Figure 1. Met3 routing (run 1).
Scale: 3 px per um.
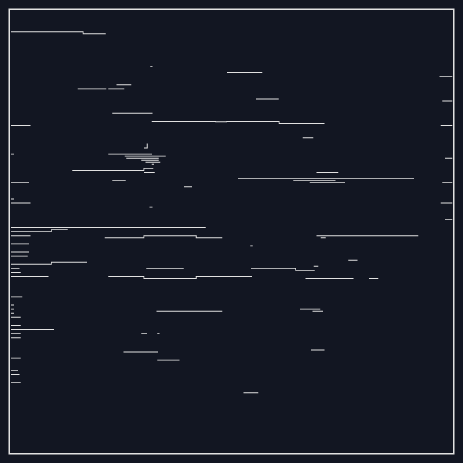
Figure 2. Gate-type map (run 1).
Scale: 2 px per um.
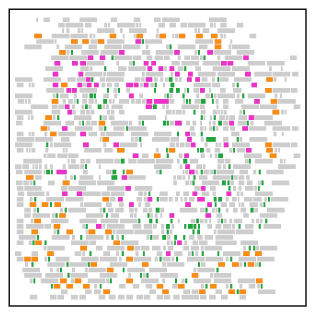
Figure 3. Clock routing (run 1).
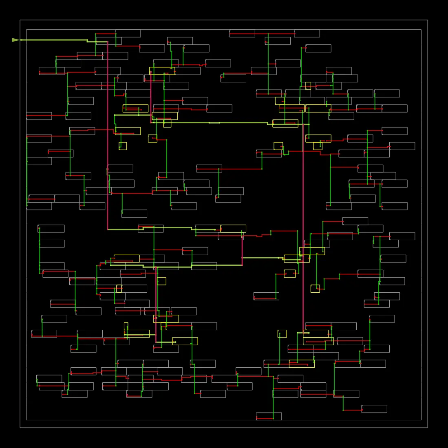
Design mant_mult_seq, sky130hd; sources not shown.
==> impl_metrics.toml, run 1 <==
# physical design summary
[die]
chipArea_um2 = 21800
fp.dieH_um = 148
fp-row-count = 52

[synthesis]
ys_sh_xor_pct = 4.51
synth_flops = 158
aoi_share_pct = 21.5

[clock_network]
cts_hold_buf = 0
cts_sinks = 158
root_buffer = "clkbuf_16"
cts_tree = "built"
ctsHtreeMaxLevel = 4

[pwr]
p_int_uw = 4830
top_power_group = "combinational cells"
p_sw_share_pct = 41.3
pg_comb_uw = 3710

[sta]
rsz0062_at_grt = "false"
worstMarginPinSlew_ns = 0.893
drv_slew = 0
max_slew_margin_pct = 40.3

[critical_path]
critPathKind = "register to register"
r2r_cells = 12
worstPathMaxFanout = 3
worstPathArrival_ns = 3.51

[placed_design]
io_buffers = 83
placed_area_um2 = 10300

[layout]
drive_gt1_share_pct = 6.16
fillerInstances = 1874

[global_route]
grt_pass1_wl_um = 37700

[route]
postRouteAntennaNets = 0
drt_iter0_markers = 494

[status]
status = "finished clean"
Back to the opening pictures, Figure 1:
- wire length on this layer: 798 um
- share of all routed wire: 3.6%
- longest straight run: 64.6 um
- main direction: horizontal
- nets with wire on the layer: 65
final wirelength: 22400 um
routed vias: 7353
met3 track demand over resource: 3.98%

Back to the opening pictures, Figure 2:
- green: nand cells (cells 171; most used nand2_1)
- orange: mux cells (cells 76; most used mux2i_1; where spread over the die)
- magenta: non-inverting ao/oa cells (cells 80; most used a21o_1)
logic share of the area: 46.4%
Finished Layout Cells: 1327
Commonest Layout Cell: dfrtp_1

Back to the opening pictures, Figure 3:
CLK BUF: 18
Layout Skew: 0.00940 ns
P_clk: 1720 uW
Worst-Skew Late Latency: 0.44 ns

-- run 1: critical path, stage by stage, from the launching register on --
cell	delay [ns]
dfrtp_1	0.40
ha_1	0.25
fa_1	0.42
a21o_1	0.19
o2111ai_1	0.15
a211oi_2	0.13
nor3_1	0.32
nor4b_1	0.11
o32a_1	0.40
a221oi_2	0.31
o21ai_1	0.13
xnor2_1	0.19
o21ai_1	0.08
-- run 1: final cells by class --
type	instances	share of cell area, %
antenna	1	0.0230
clock buffer	18	3.94
clock inverter	14	1.22
inverter	11	0.379
multi-input combinational	761	46.4
sequential	158	36.3
tap	270	3.10
timing repair buffer	94	8.62
-- run 1: synthesized netlist by cell type, types with 8 or more instances --
library cell | number | area (um2)
a21o_1 | 32 | 240
a22o_1 | 30 | 263
inv_1 | 11 | 41.3
a21oi_1 | 74 | 370
a211oi_1 | 8 | 60.1
nand3_1 | 9 | 45.0
nand2_1 | 138 | 518
dfrtp_1 | 157 | 3930
o21a_1 | 8 | 60.1
xor2_1 | 24 | 210
clkbuf_1 | 48 | 180
mux2i_1 | 73 | 731
nor2_1 | 56 | 210
ha_1 | 52 | 651
o21ai_0 | 105 | 526
o21ai_1 | 15 | 75.1
a31oi_1 | 9 | 56.3
xnor2_1 | 22 | 193
nand4_1 | 15 | 93.8
-- run 1: layer usage --
layer	up-vias	GRT usage, %	routed length, um
met1	3530	32.4	11700
li1	3679	-	-
met5	-	0	0
met2	125	31.9	9620
met3	19	3.98	797
met4	0	4.90	235
-- run 1: per-stage QoR --
stage / utilization, % / hold WS [ns] / std cells
2_1_floorplan: - / 0.444 / 990
3_3_place_gp: 51.1 / 0.460 / 1294
3_5_place_dp: 51.1 / 0.470 / 1294
4_1_cts: 53.9 / 0.309 / 1326
5_1_grt: 53.9 / 0.315 / 1326
6_report: 53.9 / 0.316 / 1327
==> run 2: changes to the inputs <==
clock period = 3.1 ns   (was 3.7 ns; I/O delays follow)
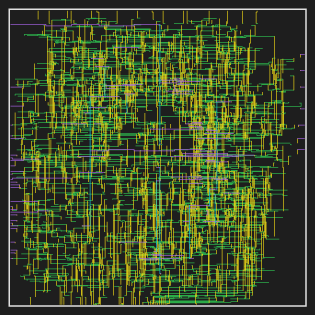
Figure 4: run 2, wiring by layer.
Scale: 2 px per um.
- green: metal 1 (wire length 11500 um)
- purple: metal 3 (wire length 892 um)
- cyan: metal 4 (wire length 329 um)
- yellow: metal 2 (wire length 9910 um)
routed vias: 7542
final wirelength: 22600 um
All-Layer GR Usage: 21.7%
routed len/inst: 16.7 um

==> run 2 against run 1 <==
Critical path depth unchanged. First-iteration DRC count up 15%. Sequential power grew 19%.
==> impl_metrics.toml, run 2 <==
# physical design summary
[global_route]
use_met3_pct = 3.49
met2_usage_pct = 32.0
top_usage_layer = "met1"

[critical_path]
r2r_cells = 12
worstPathMaxFanout = 3
worstPathArrival_ns = 3.25
critPathKind = "register to register"

[die]
fp-row-count = 52
chipArea_um2 = 21800
fp.dieH_um = 148

[layout]
drive_gt1_share_pct = 9.62
insertedDiodeCount = 0

[synthesis]
area_leaders = "dfrtp_1, mux2i_1, ha_1, o21ai_0, nand2_1"
synth.most_common_cell = "dfrtp_1"
synth_top_cell_by_area = "dfrtp_1"
synth_flops = 158
top_area_share_pct = 42.3
common_cells = "dfrtp_1, nand2_1, o21ai_0"

[status]
status = "finished clean"

[route]
drt_iter0_markers = 569

[sta]
worstMarginPinSlew_ns = 0.848
max_slew_margin_pct = 43.4
skew_ns = 0.00956
holdWs_ns = 0.262
drv_slew = 0

[clock_network]
root_buffer = "clkbuf_16"

[placed_design]
io_buffers = 83
run 2: cell type report:
class                      count  area (um2)  area share (%)
clock buffer                  17         425            3.77
clock inverter                15         248            2.19
inverter                      11        41.3           0.366
multi-input combinational    761        5120            45.3
sequential                   158        3960            35.0
tap                          270         338            2.99
timing repair buffer         119        1160            10.3
run 2: timing repair:
action,in CTS,in global routing
gates resized,1,12
hold buffers,0,0
buffers inserted,0,1
setup endpoints to repair,1,10
endpoints found under the hold margin,0,0
pin swaps,0,3
run 2: worst max-delay path, stage by stage, from the launching register on:
cell and delay (ns):
dfrtp_1 0.38, ha_1 0.24, fa_2 0.37, a21o_1 0.19, o2111ai_2 0.10, a211oi_2 0.12, nor3_2 0.26, nor4b_1 0.09
o32a_1 0.39, a221oi_2 0.30, o21ai_1 0.13, xnor2_1 0.16, o21ai_1 0.07
run 2: power by group:
part	total (uW)	switching, uW	internal (uW)	leakage, uW
Combinational	4730	2690	2040	0.00264
Clock	2420	950	1460	0.000324
Sequential	3330	538	2790	0.00205
Total	10500	4170	6300	0.00501
run 2: routing by layer:
layer  vias up  wire length, um
li1       3732                -
met1      3621            11500
met2       163             9910
met3        26              891
met4         0              329
met5         -                0
run 2: cell families after synthesis:
group	share of synthesized area (%)
other	0.0404
multiplexers	8.23
flip-flops	42.6
AND/OR/NAND/NOR	12.7
adder cells (fa/ha/maj)	7.22
buffers and inverters	3.15
XOR/XNOR	4.51
AND-OR/OR-AND	21.5
run 2: metrics by stage:
step                      instances  setup WS [ns]
final                          1351          0.173
after global routing           1351       -0.00439
after CTS                      1350         0.0161
after detailed placement       1318        -0.0688
after global placement         1318         0.0422
after floorplan                 990          0.295
Power and IR drop assume default switching activity.
